<file path="src/rtl/alu_result_serial_tx.sv">
// Buffers ALU results with derived Z/C/P flags in a small FIFO and streams them
// out as 13-bit UART-style frames (start, data[7:0], Z, C, P, stop), LSB first.
module alu_result_serial_tx #(
  parameter int unsigned CLKS_PER_BIT = 4,
  parameter int unsigned DEPTH        = 4
) (
  input  logic                       clk,
  input  logic                       rst_n,
  input  logic                       res_valid,
  input  logic [7:0]                 res_data,
  input  logic [2:0]                 res_op,
  output logic                       res_ready,
  input  logic                       tx_en,
  input  logic                       clr_ovf,
  output logic                       tx_out,
  output logic                       tx_busy,
  output logic [$clog2(DEPTH):0]     fifo_count,
  output logic                       ovf
);

  localparam int unsigned PTR_W   = $clog2(DEPTH);
  localparam int unsigned CNT_W   = PTR_W + 1;
  localparam int unsigned TMR_W   = (CLKS_PER_BIT > 1) ? $clog2(CLKS_PER_BIT) : 1;
  localparam int unsigned ENTRY_W = 11;
  localparam int unsigned FRAME_W = 13;

  localparam logic [TMR_W-1:0] TMR_LOAD = TMR_W'(CLKS_PER_BIT - 1);

  typedef enum logic [2:0] {
    IDLE  = 3'd0,
    START = 3'd1,
    DATA  = 3'd2,
    FLAGS = 3'd3,
    STOP  = 3'd4
  } state_t;

  state_t               state;
  logic [TMR_W-1:0]     timer;
  logic [2:0]           bit_idx;
  logic [FRAME_W-1:0]   shreg;

  logic [ENTRY_W-1:0]   mem [DEPTH];
  logic [PTR_W-1:0]     wr_ptr;
  logic [PTR_W-1:0]     rd_ptr;

  logic                 z_c;
  logic                 c_c;
  logic                 p_c;
  logic [ENTRY_W-1:0]   entry_c;
  logic                 push_c;
  logic                 pop_c;
  logic                 bit_end_c;
  logic [CNT_W-1:0]     count_nxt_c;
  logic [FRAME_W-1:0]   frame_c;

  // Flag derivation, handshake and pop decision
  always_comb begin
    z_c         = (res_data == 8'h00);
    c_c         = ((res_op == 3'b000) || (res_op == 3'b001)) && res_data[4];
    p_c         = ^res_data;
    entry_c     = {p_c, c_c, z_c, res_data};
    push_c      = res_valid && res_ready;
    bit_end_c   = (timer == '0);
    pop_c       = tx_en && (fifo_count != '0) &&
                  ((state == IDLE) || ((state == STOP) && bit_end_c));
    count_nxt_c = fifo_count + CNT_W'(push_c) - CNT_W'(pop_c);
    frame_c     = {1'b1, mem[rd_ptr], 1'b0};
  end

  // FIFO storage carries no reset; validity is tracked by the pointers and count
  always_ff @(posedge clk) begin
    if (push_c) mem[wr_ptr] <= entry_c;
  end

  // FIFO pointers, occupancy, ready and sticky overflow
  always_ff @(posedge clk or negedge rst_n) begin
    if (!rst_n) begin
      wr_ptr     <= '0;
      rd_ptr     <= '0;
      fifo_count <= '0;
      res_ready  <= 1'b1;
      ovf        <= 1'b0;
    end else begin
      if (push_c) wr_ptr <= wr_ptr + PTR_W'(1);
      if (pop_c)  rd_ptr <= rd_ptr + PTR_W'(1);
      fifo_count <= count_nxt_c;
      res_ready  <= (count_nxt_c != CNT_W'(DEPTH));
      if (res_valid && !res_ready) ovf <= 1'b1;
      else if (clr_ovf)            ovf <= 1'b0;
    end
  end

  // Transmit FSM: shreg[1] is always the next bit to drive at a bit boundary
  always_ff @(posedge clk or negedge rst_n) begin
    if (!rst_n) begin
      state   <= IDLE;
      timer   <= '0;
      bit_idx <= '0;
      shreg   <= '1;
      tx_out  <= 1'b1;
      tx_busy <= 1'b0;
    end else begin
      case (state)
        IDLE: begin
          if (pop_c) begin
            state   <= START;
            timer   <= TMR_LOAD;
            bit_idx <= '0;
            shreg   <= frame_c;
            tx_out  <= frame_c[0];
            tx_busy <= 1'b1;
          end
        end
        START: begin
          if (bit_end_c) begin
            state   <= DATA;
            timer   <= TMR_LOAD;
            bit_idx <= '0;
            tx_out  <= shreg[1];
            shreg   <= {1'b1, shreg[FRAME_W-1:1]};
          end else begin
            timer <= timer - TMR_W'(1);
          end
        end
        DATA, FLAGS: begin
          if (bit_end_c) begin
            timer  <= TMR_LOAD;
            tx_out <= shreg[1];
            shreg  <= {1'b1, shreg[FRAME_W-1:1]};
            if ((state == DATA) && (bit_idx == 3'd7)) begin
              state   <= FLAGS;
              bit_idx <= '0;
            end else if ((state == FLAGS) && (bit_idx == 3'd2)) begin
              state   <= STOP;
              bit_idx <= '0;
            end else begin
              bit_idx <= bit_idx + 3'd1;
            end
          end else begin
            timer <= timer - TMR_W'(1);
          end
        end
        STOP: begin
          if (bit_end_c) begin
            bit_idx <= '0;
            if (pop_c) begin
              state  <= START;
              timer  <= TMR_LOAD;
              shreg  <= frame_c;
              tx_out <= frame_c[0];
            end else begin
              state   <= IDLE;
              timer   <= '0;
              tx_busy <= 1'b0;
            end
          end else begin
            timer <= timer - TMR_W'(1);
          end
        end
        default: begin
          state   <= IDLE;
          timer   <= '0;
          bit_idx <= '0;
          tx_out  <= 1'b1;
          tx_busy <= 1'b0;
        end
      endcase
    end
  end

endmodule

</file>
<file path="config.mk">
export PLATFORM = sky130hd
export DESIGN_NAME = alu_result_serial_tx
export DESIGN_NICKNAME = d
export VERILOG_FILES = /design/src/rtl/alu_result_serial_tx.sv
export SDC_FILE = /design/constraint.sdc
export NUM_CORES = 1
export LEC_CHECK = 0
export CORE_AREA = 4 4 71 138
export CTS_BUF_LIST = sky130_fd_sc_hd__clkbuf_2 sky130_fd_sc_hd__clkbuf_4 sky130_fd_sc_hd__clkbuf_8
export CTS_CLUSTER_DIAMETER = 80
export DETAILED_ROUTE_END_ITERATION = 8
export DIE_AREA = 0 0 75 142
export GPL_ROUTABILITY_DRIVEN = 0
export PLACE_DENSITY = 0.53
export SYNTH_ARGS = -nofsm -noshare
export SYNTH_HDL_FRONTEND = slang
export SYNTH_SLANG_ARGS = --single-unit
</file>
<file path="constraint.sdc">
create_clock -name clk -period 3.47 [get_ports clk]
set_clock_uncertainty 0.05 [all_clocks]
set_input_delay 1.041 -clock clk [delete_from_list [all_inputs] [get_ports clk]]
set_output_delay 1.041 -clock clk [all_outputs]
set_load 0.03 [all_outputs]
</file>
closeup.png
Window x 25 to 50, y 58 to 83 um. Cells in gray, sequential cells in the stronger gray; small squares are vias.
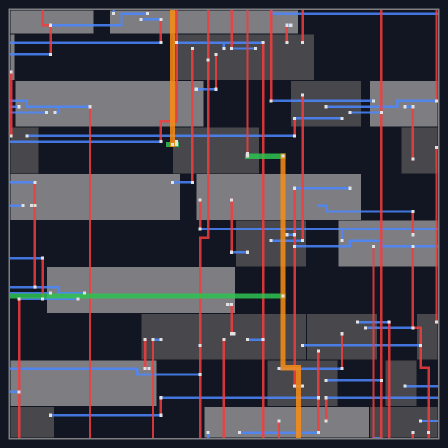
Key: M3 = green; M4 = orange; M1 = blue; M2 = red
Sequential cells in the window: 8. Netlist names of flops here include `mem` (5), `shreg` (3). 18 logic cells have their middle in the window. Most frequent: mux2_2 (6), edfxtp_1 (5), dfstp_2 (3).

sizing.png
Drawn at 4 px/um.
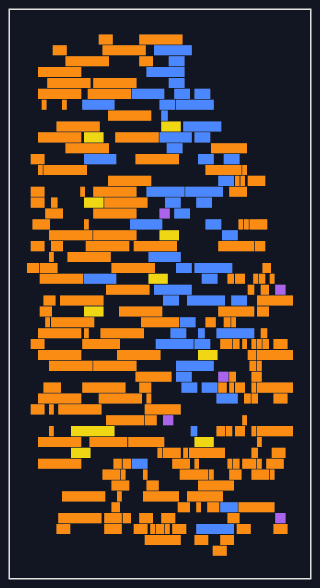
Key: x2 = blue [cells 51, share 20%, most used mux2_2]; x3 and x4 = purple [cells 5, share 2.0%, most used buf_4]; x1 and smaller = orange [cells 189, share 74%, most used edfxtp_1]; x6 and larger = yellow [cells 10, share 3.9%, most used clkbuf_8]
Design Area, Final: 3891 sq um
Final Worst Setup Slack: 644.8 ps
Signal buffers: 25
Layout area overhead: 14.84%

ff_map.png
Drawn at 3 px/um. Other sequential cells in the stronger gray, the rest of the logic in the fainter gray.
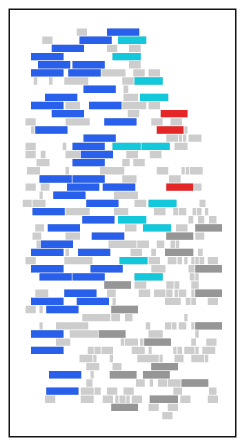
Key: `shreg` = cyan [sequential cells 11]; `mem` = blue [sequential cells 44]; `bit_idx` = red [sequential cells 3]
Seq group: 1.47 mW
Sequential cell area: 2088 sq um
fraction of area in registers: 0.5367
final core utilization: 0.4468

==> run summary <==
flow finished, numbers: status=completed, H-tree levels=3, clk slew on worst S/H paths=80 ps, DRT met1 WL=~2.3 mm, ordered cell list for the critical path=clkdlybuf4s50_1 -> o31ai_2 -> nor3_1 -> ha_1 -> inv_1 -> ha_1 -> fa_1 -> nor2_1 -> nand2_1, CP Launch Point=tx_en, commonest cells in the synthesized netlist=edfxtp_1, mux2_2, inv_1, dfrtp_1, ha_1, Top logic family=multiplexers, worst hold-check path type=flip-flop to flip-flop, CP delay by family, top=adder cells, Hold Fails Final Rpt=0, PwrDens=844.6 nW/um^2, Internal Pwr Total=about 2.2 mW, Fillers=between 700 and 800, Core Rows=roughly 48, Flops=74, ys cells=between 200 and 250, #FFs+latches synth=~74, Max VDD drop=roughly 0.33 mV, initial drt markers=53, CP dominant cell by count=ha_1, simple-gate share of the synthesized area=0.05244, vias in the first global route=a little under 2000, Max Cap Viol=0, xor/xnor share=0.02068, share of cells above drive strength 1=0.2588, clock tree sinks=74, post-layout minimum cycle time=2825 ps, hold_sp=tx_out$_DFFE_PN1P_, # diodes=0, Critical Setup Path Class=input port to flip-flop, WP buf/inv=2, mi-comb count=119, Psw=1.061 mW, CTS Root Cell=clkbuf_8, Slew Viols, Final=0, routed wl met2=approximately 3.3 mm, largest net degree at the start of global routing=31, Reg-to-Reg Start=timer[0]$_DFFE_PN0P_, max incr delay on CP=490 ps, combinational share of cell area=0.3019, inverters=21, synthesized instance count=221, Top cell area share=0.3900, dpl hpwl=4.177 mm, combinational power share=0.359, Largest register FFs=around 44, CP Capture Type=flip-flop, Flop pwr share=0.447, Commonest Layout Cell=edfxtp_1, first-pass detailed-route iteration total=4, total gr overflow=0, Antenna Violating Nets Remaining=0, Least-Margin Pin Slew=around 750 ps, Hold EP=tx_out$_DFFE_PN1P_, Top Consumer=registers, clk tree area frac=0.04727, core region area=8708 sq um, Synth Area per Inst=between 15 and 20 sq um, Post-Synthesis Cell Area=3388 sq um, chip height=142 um, dpl cells=~340, DIE WIDTH=around 75 um, asr flop ratio synth=0.4054, flop-to-flop setup slack=around 870 ps, Hold-fix buffers, CTS=0, total combinational power=1.18 mW, worst hold margin=466.6 ps, Setup Viol. Count Final=0, clock power share=0.194, most common cell in the netlist=edfxtp_1, Slew headroom=0.5024, antenna violations before repair=0, largest class=registers, post-CTS sizing=0, Post-Synth AOI/OAI Area=0.04542, Setup Buffers After CTS=0
m2.png
Drawn at 3 px/um.
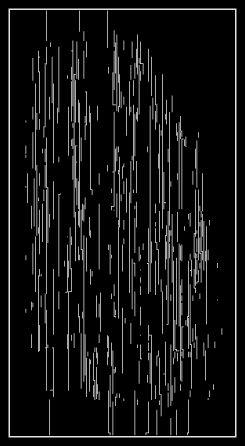
The layer carries 3290 um of wire. The wires run mostly vertical. The longest straight run is 61.9 um.
Vias: 1803
routing usage on met2: 0.2171
routed wire length: 5.842 mm

congestion_map.png
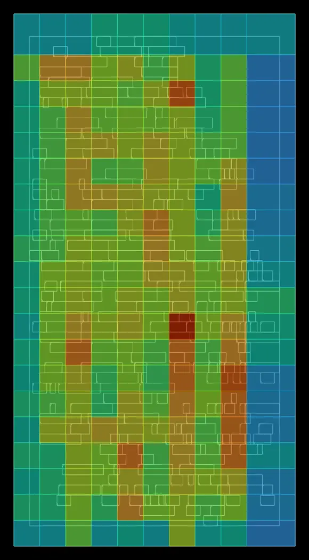
GRT Util Overall: 0.1267
grt peak-use layer: met2
M1 GR Usage: 0.1402
met3 GRT Util: 0.03395
DR WL/cell: 16.46 um

Power figures rest on the tool's default switching activity, not on a simulated workload.
